Design imm_gen_stage, sky130hd; sources not shown.
### Routed clock nets over the placement

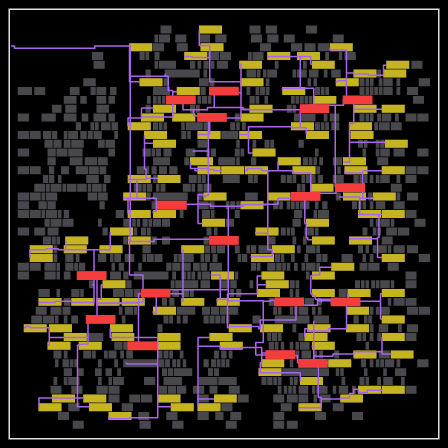
[purple] clock wires | length: 1710 um
[yellow] flip-flops | count: 130
[red] clock drivers | count: 17
flops lie	widely spread
routed clock nets	18
clk ins delay skew pair: 0.41 ns
Clk pwr share: 50.7%
Clk. pwr: 3.54 mW

### Track usage over the die

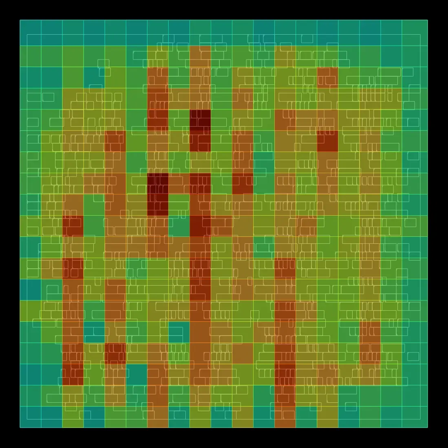
met2 usage: 34.7%
Tot GR Track Use: 20.4%
fin util: 50.6%

### Logic cells by family

Bar = 50 um.
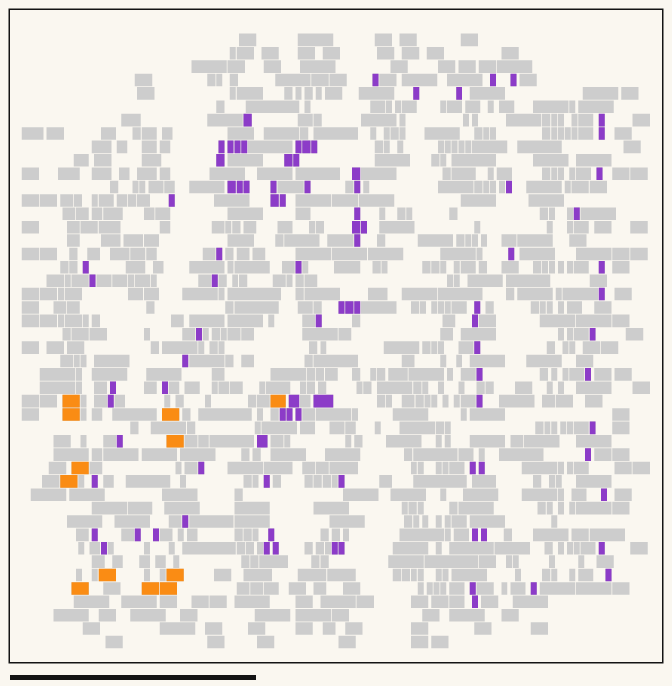
colour	family	cells
purple	NOR gates	92
orange	AND-OR and OR-AND gates	12
Finished Layout Cells: 1089
Commonest Layout Cell: nand2_1
Comb area share: 34.6%

### Signal wires by layer

Bar = 50 um.
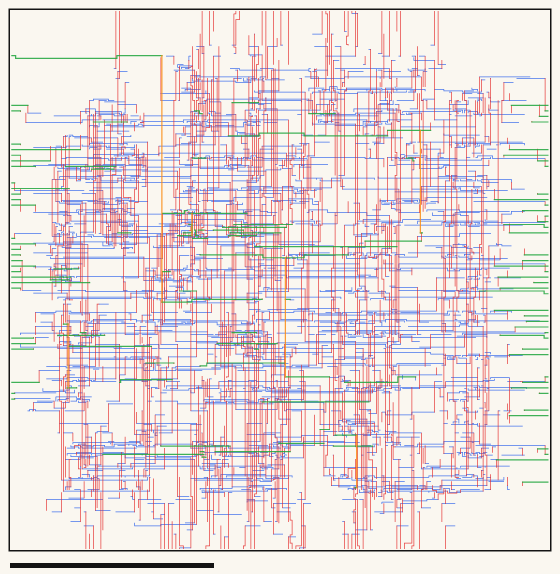
colour	layer	wire length
orange	metal 4	149 um
blue	metal 1	7800 um
green	metal 3	1030 um
red	metal 2	8800 um
routed wire length: 17800 um
via count: 5600
post-DR wirelength/cell: 16.3 um

### Cell density map

The die is cut into 13 by 13 equal tiles; dark blue is low, red is high, 0 to 100% covered.
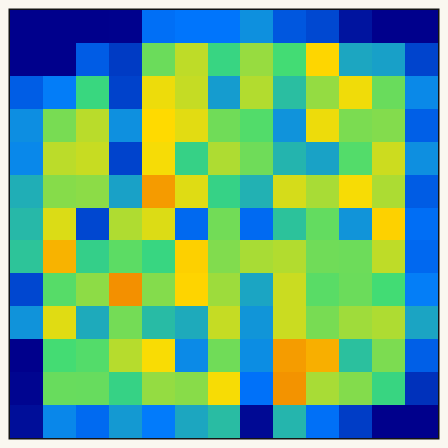
tiles over 75% full	6.5%
densest ninth of the die	centre
mean over tiles	45%
nearly empty tiles	7.7%
Init Core Util: 36.2%
core area: 16000 um^2

==> impl_metrics.ini <==
; generated from flow reports
[setup_path]
crit_chain = clkdlybuf4s50_1, and2b_2, a211oi_4, buf_4, buf_4, nor2_1, a311oi_1
cpPeakStageDelay_ns = 0.50
crit_top_cell = buf_4
worstPathArrival_ns = 2.15
cp.required_ns = 2.22

[final_timing]
worst_slew_pin_slew_ns = 0.660

[synthesis]
netlist_area_um2 = 5780
ys_ff = 130
yosysSeqAreaShare_pct = 45.0
edf_count = 0
postSynthAreaPerCell_um2 = 8.17

[job]
cap_violations = 0

[grt]
grt_pass1_vias = 5428

[min_path]
min_path_cells = 3

[layout]
drive_gt1_share_pct = 12.4

[power_and_ir_drop]
design_power_total_mw = 6.98
p_int_mw = 5.43

[clocking]
cts_buffer_depth = 2
cts_num_sinks = 130

[status]
status = finished, final reports clean

[floorplan]
die.size.y_um = 133
cells by family after synthesis:
family / Yosys count / synth area share (%)
xor gates and xnor gates: 1 / 0.151
AOI/OAI and AO/OA: 158 / 21.2
and+or+nand+nor: 341 / 27.0
buffers and inverters: 78 / 6.66
DFF: 130 / 45.0
critical path: cells and delay by family:
family                 cells  cell delay (ns)
AOI/OAI and AO/OA          2             0.56
and+or+nand+nor            2             0.34
buffers and inverters      3             0.84
cells in the mapped netlist (all sizes together), types with 2 or more instances:
library cell and number:
or3b 2, o221ai 10, or4bb 8, nor3 9, o21ai 5, nand3 12
a32o 11, o41ai 6, a311oi 32, clkbuf 24, nand4 8, nand2b 17
a222oi 4, dfxtp 130, nand2 176, o211ai 5, buf 44, inv 10
nand3b 15, nor2 82, a32oi 2, a21oi 60, nand4b 7, a211oi 19
final cells by class:
type	count	area [um^2]	share of cell area, %
inverters	10	37.5	0.463
clock inverters	10	204	2.52
flip-flops and latches	130	2600	32.1
plain buffers	67	369	4.56
clock buffers	21	470	5.81
well taps	216	270	3.34
multi-input cells	500	2810	34.6
repair buffers	135	1340	16.6
metal layers:
layer	GRT usage [%]	wire length [um]	up-vias	share of wire, %
met3	5.33	1030	14	5.8
li1	-	-	2789	-
met2	34.7	8800	184	49
met4	5.73	148	0	0.83
met5	0	0	-	0
met1	25.5	7800	2613	44
power groups by stage:
stage                     logic [mW]  registers (mW)  clock network (mW)
after floorplan                0.300            2.80                   0
after detailed placement       0.728            2.75                   0
after CTS                      0.735            2.69                3.60
after global routing           0.808            2.70                3.70
after global placement         0.721            2.74                   0
final                          0.748            2.69                3.54
what timing repair did:
action                     4_1_cts  5_1_grt
resized                          9       20
setup buffers                    1        5
setup endpoints to repair       39       65
pin swaps                        2        7
Power figures rest on the tool's default switching activity, not on a simulated workload.
